==> src/rtl/rf_wb_arbiter_pkg.sv <==
// rf_wb_arbiter_pkg: shared widths, register-file geometry and requester indices
package rf_wb_arbiter_pkg;
    localparam int REG_ADDR_W = 5;
    localparam int NUM_REGS   = 32;
    localparam int XLEN_DEF   = 32;
    localparam int REQ_PIPE   = 0;
    localparam int REQ_LSU    = 1;
    localparam int REQ_MDU    = 2;
    typedef logic [REG_ADDR_W-1:0] reg_addr_t;
endpackage

==> src/rtl/rf_scoreboard.sv <==
// rf_scoreboard: busy bit per architectural register for outstanding long-latency writes
//   clk, reset       : clock, asynchronous active-high reset
//   set_en, set_rd   : mark set_rd busy (set beats a same-cycle clear)
//   clr_en, clr_rd   : release clr_rd when its long-latency write transfers
//   q_issue/q_rs1/q_rs2 -> issue_busy/rs1_busy/rs2_busy : busy queries (x0 never busy)
module rf_scoreboard
    import rf_wb_arbiter_pkg::*;
(
    input  logic      clk,
    input  logic      reset,
    input  logic      set_en,
    input  reg_addr_t set_rd,
    input  logic      clr_en,
    input  reg_addr_t clr_rd,
    input  reg_addr_t q_issue,
    input  reg_addr_t q_rs1,
    input  reg_addr_t q_rs2,
    output logic      issue_busy,
    output logic      rs1_busy,
    output logic      rs2_busy
);
    logic [NUM_REGS-1:0] busy, busy_nxt;

    always_comb begin
        busy_nxt = busy;
        if (clr_en) busy_nxt[clr_rd] = 1'b0;
        if (set_en) busy_nxt[set_rd] = 1'b1;
        busy_nxt[0] = 1'b0;
    end

    always_ff @(posedge clk or posedge reset)
        if (reset) busy <= '0;
        else       busy <= busy_nxt;

    assign issue_busy = busy[q_issue];
    assign rs1_busy   = busy[q_rs1];
    assign rs2_busy   = busy[q_rs2];
endmodule

==> src/rtl/rf_wb_arbiter.sv <==
// rf_wb_arbiter: shares the register-file write port between pipeline and long-latency writeback
//   clk, reset                  : clock, asynchronous active-high reset
//   issue_valid/issue_rd/issue_ready : decode issue of a long-latency op, blocked on busy rd (WAW)
//   req_valid/req_rd/req_wd/req_ready : per-requester writeback handshake, index 0 = pipeline
//   pipe_stall                  : masks the pipeline requester after repeated refusals of others
//   rf_we/rf_rd/rf_wd           : registered register-file write
//   rs1/rs2 -> rsX_busy/rsX_fwd, fwd_wd : decode hazard and forwarding status
module rf_wb_arbiter
    import rf_wb_arbiter_pkg::*;
#(
    parameter int N_REQ        = 3,
    parameter int XLEN         = XLEN_DEF,
    parameter int STARVE_LIMIT = 4
) (
    input  logic                    clk,
    input  logic                    reset,
    input  logic                    issue_valid,
    input  logic [REG_ADDR_W-1:0]   issue_rd,
    output logic                    issue_ready,
    input  logic [N_REQ-1:0]        req_valid,
    input  logic [REG_ADDR_W*N_REQ-1:0] req_rd,
    input  logic [XLEN*N_REQ-1:0]   req_wd,
    output logic [N_REQ-1:0]        req_ready,
    output logic                    pipe_stall,
    output logic                    rf_we,
    output logic [REG_ADDR_W-1:0]   rf_rd,
    output logic [XLEN-1:0]         rf_wd,
    input  logic [REG_ADDR_W-1:0]   rs1,
    input  logic [REG_ADDR_W-1:0]   rs2,
    output logic                    rs1_busy,
    output logic                    rs2_busy,
    output logic                    rs1_fwd,
    output logic                    rs2_fwd,
    output logic [XLEN-1:0]         fwd_wd
);
    localparam int PW = $clog2(N_REQ);
    localparam int CW = $clog2(STARVE_LIMIT + 1);

    logic [PW-1:0]         ptr, ptr_nxt;
    logic [CW-1:0]         cnt, cnt_inc;
    logic [N_REQ-1:0]      grant;
    logic [REG_ADDR_W-1:0] sel_rd;
    logic [XLEN-1:0]       sel_wd;
    logic                  found, xfer, long_xfer, waiting, issue_busy;
    int                    k;

    // Pipeline wins unless stalled; otherwise round-robin over 1..N_REQ-1 from ptr.
    always_comb begin
        grant   = '0;
        sel_rd  = req_rd[REQ_PIPE*REG_ADDR_W +: REG_ADDR_W];
        sel_wd  = req_wd[REQ_PIPE*XLEN +: XLEN];
        ptr_nxt = ptr;
        found   = 1'b0;
        k       = 0;
        if (!pipe_stall && req_valid[REQ_PIPE]) begin
            grant[REQ_PIPE] = 1'b1;
        end else begin
            for (int j = 0; j < N_REQ - 1; j++) begin
                k = (int'(ptr) - 1 + j) % (N_REQ - 1) + 1;
                if (!found && req_valid[k]) begin
                    found    = 1'b1;
                    grant[k] = 1'b1;
                    sel_rd   = req_rd[k*REG_ADDR_W +: REG_ADDR_W];
                    sel_wd   = req_wd[k*XLEN +: XLEN];
                    ptr_nxt  = (k == N_REQ - 1) ? PW'(REQ_LSU) : PW'(k + 1);
                end
            end
        end
    end

    assign req_ready = grant;
    assign xfer      = |grant;
    assign long_xfer = |grant[N_REQ-1:1];
    assign waiting   = |req_valid[N_REQ-1:1];
    assign cnt_inc   = (cnt == CW'(STARVE_LIMIT)) ? cnt : cnt + 1'b1;

    always_ff @(posedge clk or posedge reset)
        if (reset) begin
            rf_we      <= 1'b0;
            rf_rd      <= '0;
            rf_wd      <= '0;
            ptr        <= PW'(REQ_LSU);
            cnt        <= '0;
            pipe_stall <= 1'b0;
        end else begin
            rf_we <= xfer;
            if (xfer) begin
                rf_rd <= sel_rd;
                rf_wd <= sel_wd;
            end
            if (long_xfer) begin
                ptr        <= ptr_nxt;
                cnt        <= '0;
                pipe_stall <= 1'b0;
            end else if (waiting && grant[REQ_PIPE]) begin
                cnt        <= cnt_inc;
                pipe_stall <= cnt_inc >= CW'(STARVE_LIMIT);
            end
        end

    rf_scoreboard u_sb (
        .clk        (clk),
        .reset      (reset),
        .set_en     (issue_valid && issue_ready && issue_rd != '0),
        .set_rd     (issue_rd),
        .clr_en     (long_xfer),
        .clr_rd     (sel_rd),
        .q_issue    (issue_rd),
        .q_rs1      (rs1),
        .q_rs2      (rs2),
        .issue_busy (issue_busy),
        .rs1_busy   (rs1_busy),
        .rs2_busy   (rs2_busy)
    );

    assign issue_ready = (issue_rd == '0) || !issue_busy;
    assign rs1_fwd     = rf_we && rf_rd == rs1 && rs1 != '0;
    assign rs2_fwd     = rf_we && rf_rd == rs2 && rs2 != '0;
    assign fwd_wd      = rf_wd;
endmodule
==> config.mk <==
export PLATFORM = sky130hd
export DESIGN_NAME = rf_wb_arbiter
export DESIGN_NICKNAME = d
export VERILOG_FILES = /design/src/rtl/rf_wb_arbiter_pkg.sv /design/src/rtl/rf_scoreboard.sv /design/src/rtl/rf_wb_arbiter.sv
export SDC_FILE = /design/constraint.sdc
export NUM_CORES = 1
export LEC_CHECK = 0
export ABC_AREA = 0
export ABC_CLOCK_PERIOD_IN_PS = 5700
export CAP_MARGIN = 30
export CORE_UTILIZATION = 30
export CTS_CLUSTER_SIZE = 10
export DETAILED_ROUTE_END_ITERATION = 10
export SYNTH_ARGS = -nofsm -noshare
export SYNTH_HDL_FRONTEND = slang
export SYNTH_HIERARCHICAL = 1
export SYNTH_SLANG_ARGS = --single-unit
==> constraint.sdc <==
create_clock -name clk -period 5.7 [get_ports clk]
set_input_delay 1.14 -clock clk [delete_from_list [all_inputs] [get_ports clk]]
set_output_delay 1.14 -clock clk [all_outputs]
set_load 0.05 [all_outputs]
==> GITHUB_STEP_SUMMARY <==
## Synthesis and layout report

| Metric | Value |
|---|---|
| Max Cap Violations | 0 |
| Largest net degree at the start of global routing | 60 |
| Met1 Use GR | 27.0% |
| GRT Util Overall | 21.3% |
| ANT nets after route | 0 |
| Hold buffers post-CTS | 0 |
| Post-Synthesis Cells | 649 |
| Worst path required time | 4560 ps |
| Status | finished clean |
| R2r worst-path depth | 9 |
| Chip Area, Yosys | 6010 um2 |
| Clock Tree Buf Depth | 2 |
| Initial antenna violation count | 0 |
| Clock sink total | 74 |
| Post-synth ARST share | 100% |
| Main logic family | AND-OR/OR-AND gates |
| Synthesized area | 6010 um2 |
| Relative slew slack | 49.7% |
| Register Area | 1850 um2 |
| DIE WIDTH | 144 um |
| Final Wtd Congestion | 0.827 |
==> worst min path at each step <==
stage,slack (ps),end
6_report,550,fwd_wd[10]
5_1_grt,570,fwd_wd[2]
4_1_cts,560,fwd_wd[10]
3_5_place_dp,540,fwd_wd[10]
3_3_place_gp,540,fwd_wd[31]
2_1_floorplan,490,u_sb/busy[20]
==> final cells by class <==
type	instances	area share, %
clock buffer	10	2.78
clock inverter	6	0.699
inverter	12	0.577
multi-input combinational	475	42.8
sequential	74	22.5
tap	265	4.03
timing repair buffer	223	26.6
==> where the power goes <==
group	internal, mW	switching, mW	total (mW)
combinational	0.975	1.50	2.48
sequential	0.752	0.303	1.06
clock	0.336	0.231	0.566
total	2.06	2.04	4.10
==> Yosys cell counts, types with 3 or more instances <==
master and instances:
o21ai_0 91, dfrtp_1 73, nand3_1 50, a21oi_1 46, buf_4 35, a221oi_1 34, a211o_1 32, a2bb2oi_2 29
mux2i_1 28, buf_2 19, nor2_1 19, clkbuf_1 16, nand2_1 16, buf_6 15, nand3b_1 13, inv_1 11
nand2b_1 9, o21ai_1 7, a22oi_1 6, mux4_2 6, nor3_1 6, xnor2_1 6, a211oi_1 4, a22o_1 4
a31oi_1 4, nand4_1 4, nor2b_1 4, o211ai_1 4, or3_1 4, or3b_1 4, a2bb2oi_1 3, and2b_1 3
mux4_1 3, o2111ai_1 3, xor2_1 3
==> cells by family after synthesis <==
group | count (synthesis)
and+or+nand+nor | 147
xor gates and xnor gates | 9
DFF | 74
muxes | 38
buffers and inverters | 100
adders and majority gates | 2
AOI/OAI and AO/OA | 279
==> layer usage <==
layer	vias to the layer above	part of all wire, %
li1	2785	-
met1	2971	42
met2	243	48
met3	30	8.5
met4	0	1.9
met5	-	0
==> sequential cells by signal, summed over array words and instances, names as in the netlist <==
signal / cells
ptr: 2
pipe_stall: 1
u_sb/busy: 31
rf_we: 1
cnt: 2
rf_rd: 5
fwd_wd: 32
==> worst max-delay path: stages <==
cell	delay, ps
clkdlybuf4s50_1	750
mux4_2	550
nand2b_1	150
o2111ai_1	100
nand4_1	160
o21ai_0	110
clkdlybuf4s50_1	820
==> stage by stage <==
step	hold slack, ps	setup WS (ps)	cells	utilization [%]	cell area (um2)
floorplan	489	399	649	-	6010
global route	572	624	1065	42.2	8240
CTS	557	767	1065	42.2	8240
detailed placement	543	775	1049	40.7	7950
global placement	536	789	1049	40.7	7950
finish	554	788	1065	42.2	8240
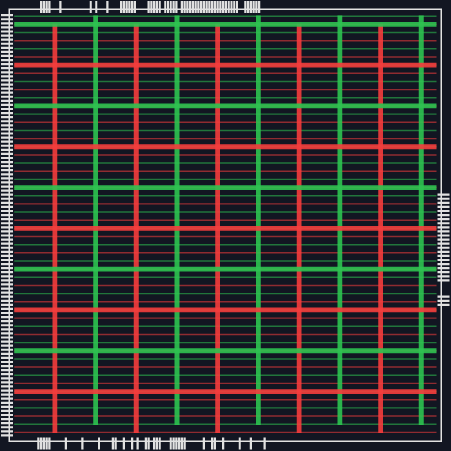
Figure 1: floorplan with the power grid.
(3 px per um) Pins as bars on the die edge.
Key: VSS = red; VDD = green
211 signal pins sit on the boundary. 10 straps on met5. 10 straps on met4.

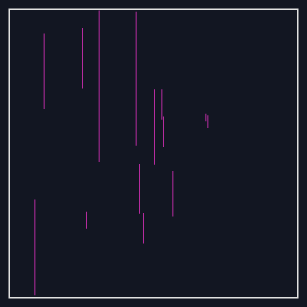
Figure 2: signal wires on met4.
(2 px per um)
The layer holds 1.9% of the routed length. The layer carries 404 um of wire. The longest straight run is 75.5 um. The wires run mostly vertical. 10 nets have wire on it.

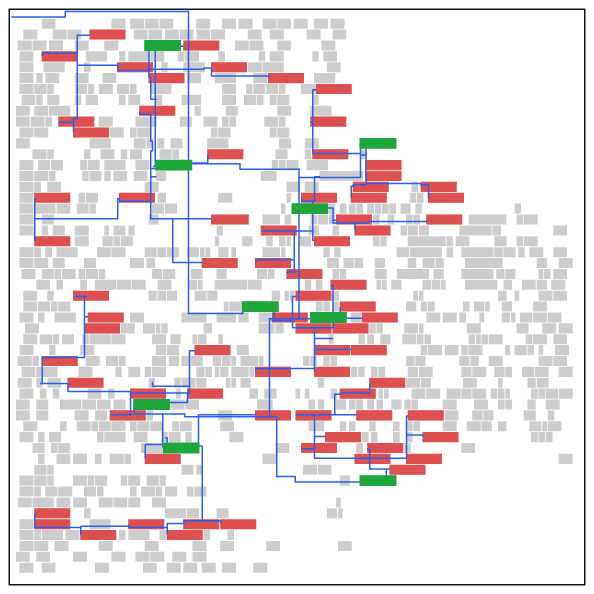
Figure 3: clock wires, drivers and flops.
(4 px per um)
Key: flip-flops = red [count 74]; clock wires = blue [length 1210 um]; clock drivers = green [count 9]
There are 10 routed clock nets.

Power figures rest on the tool's default switching activity, not on a simulated workload.
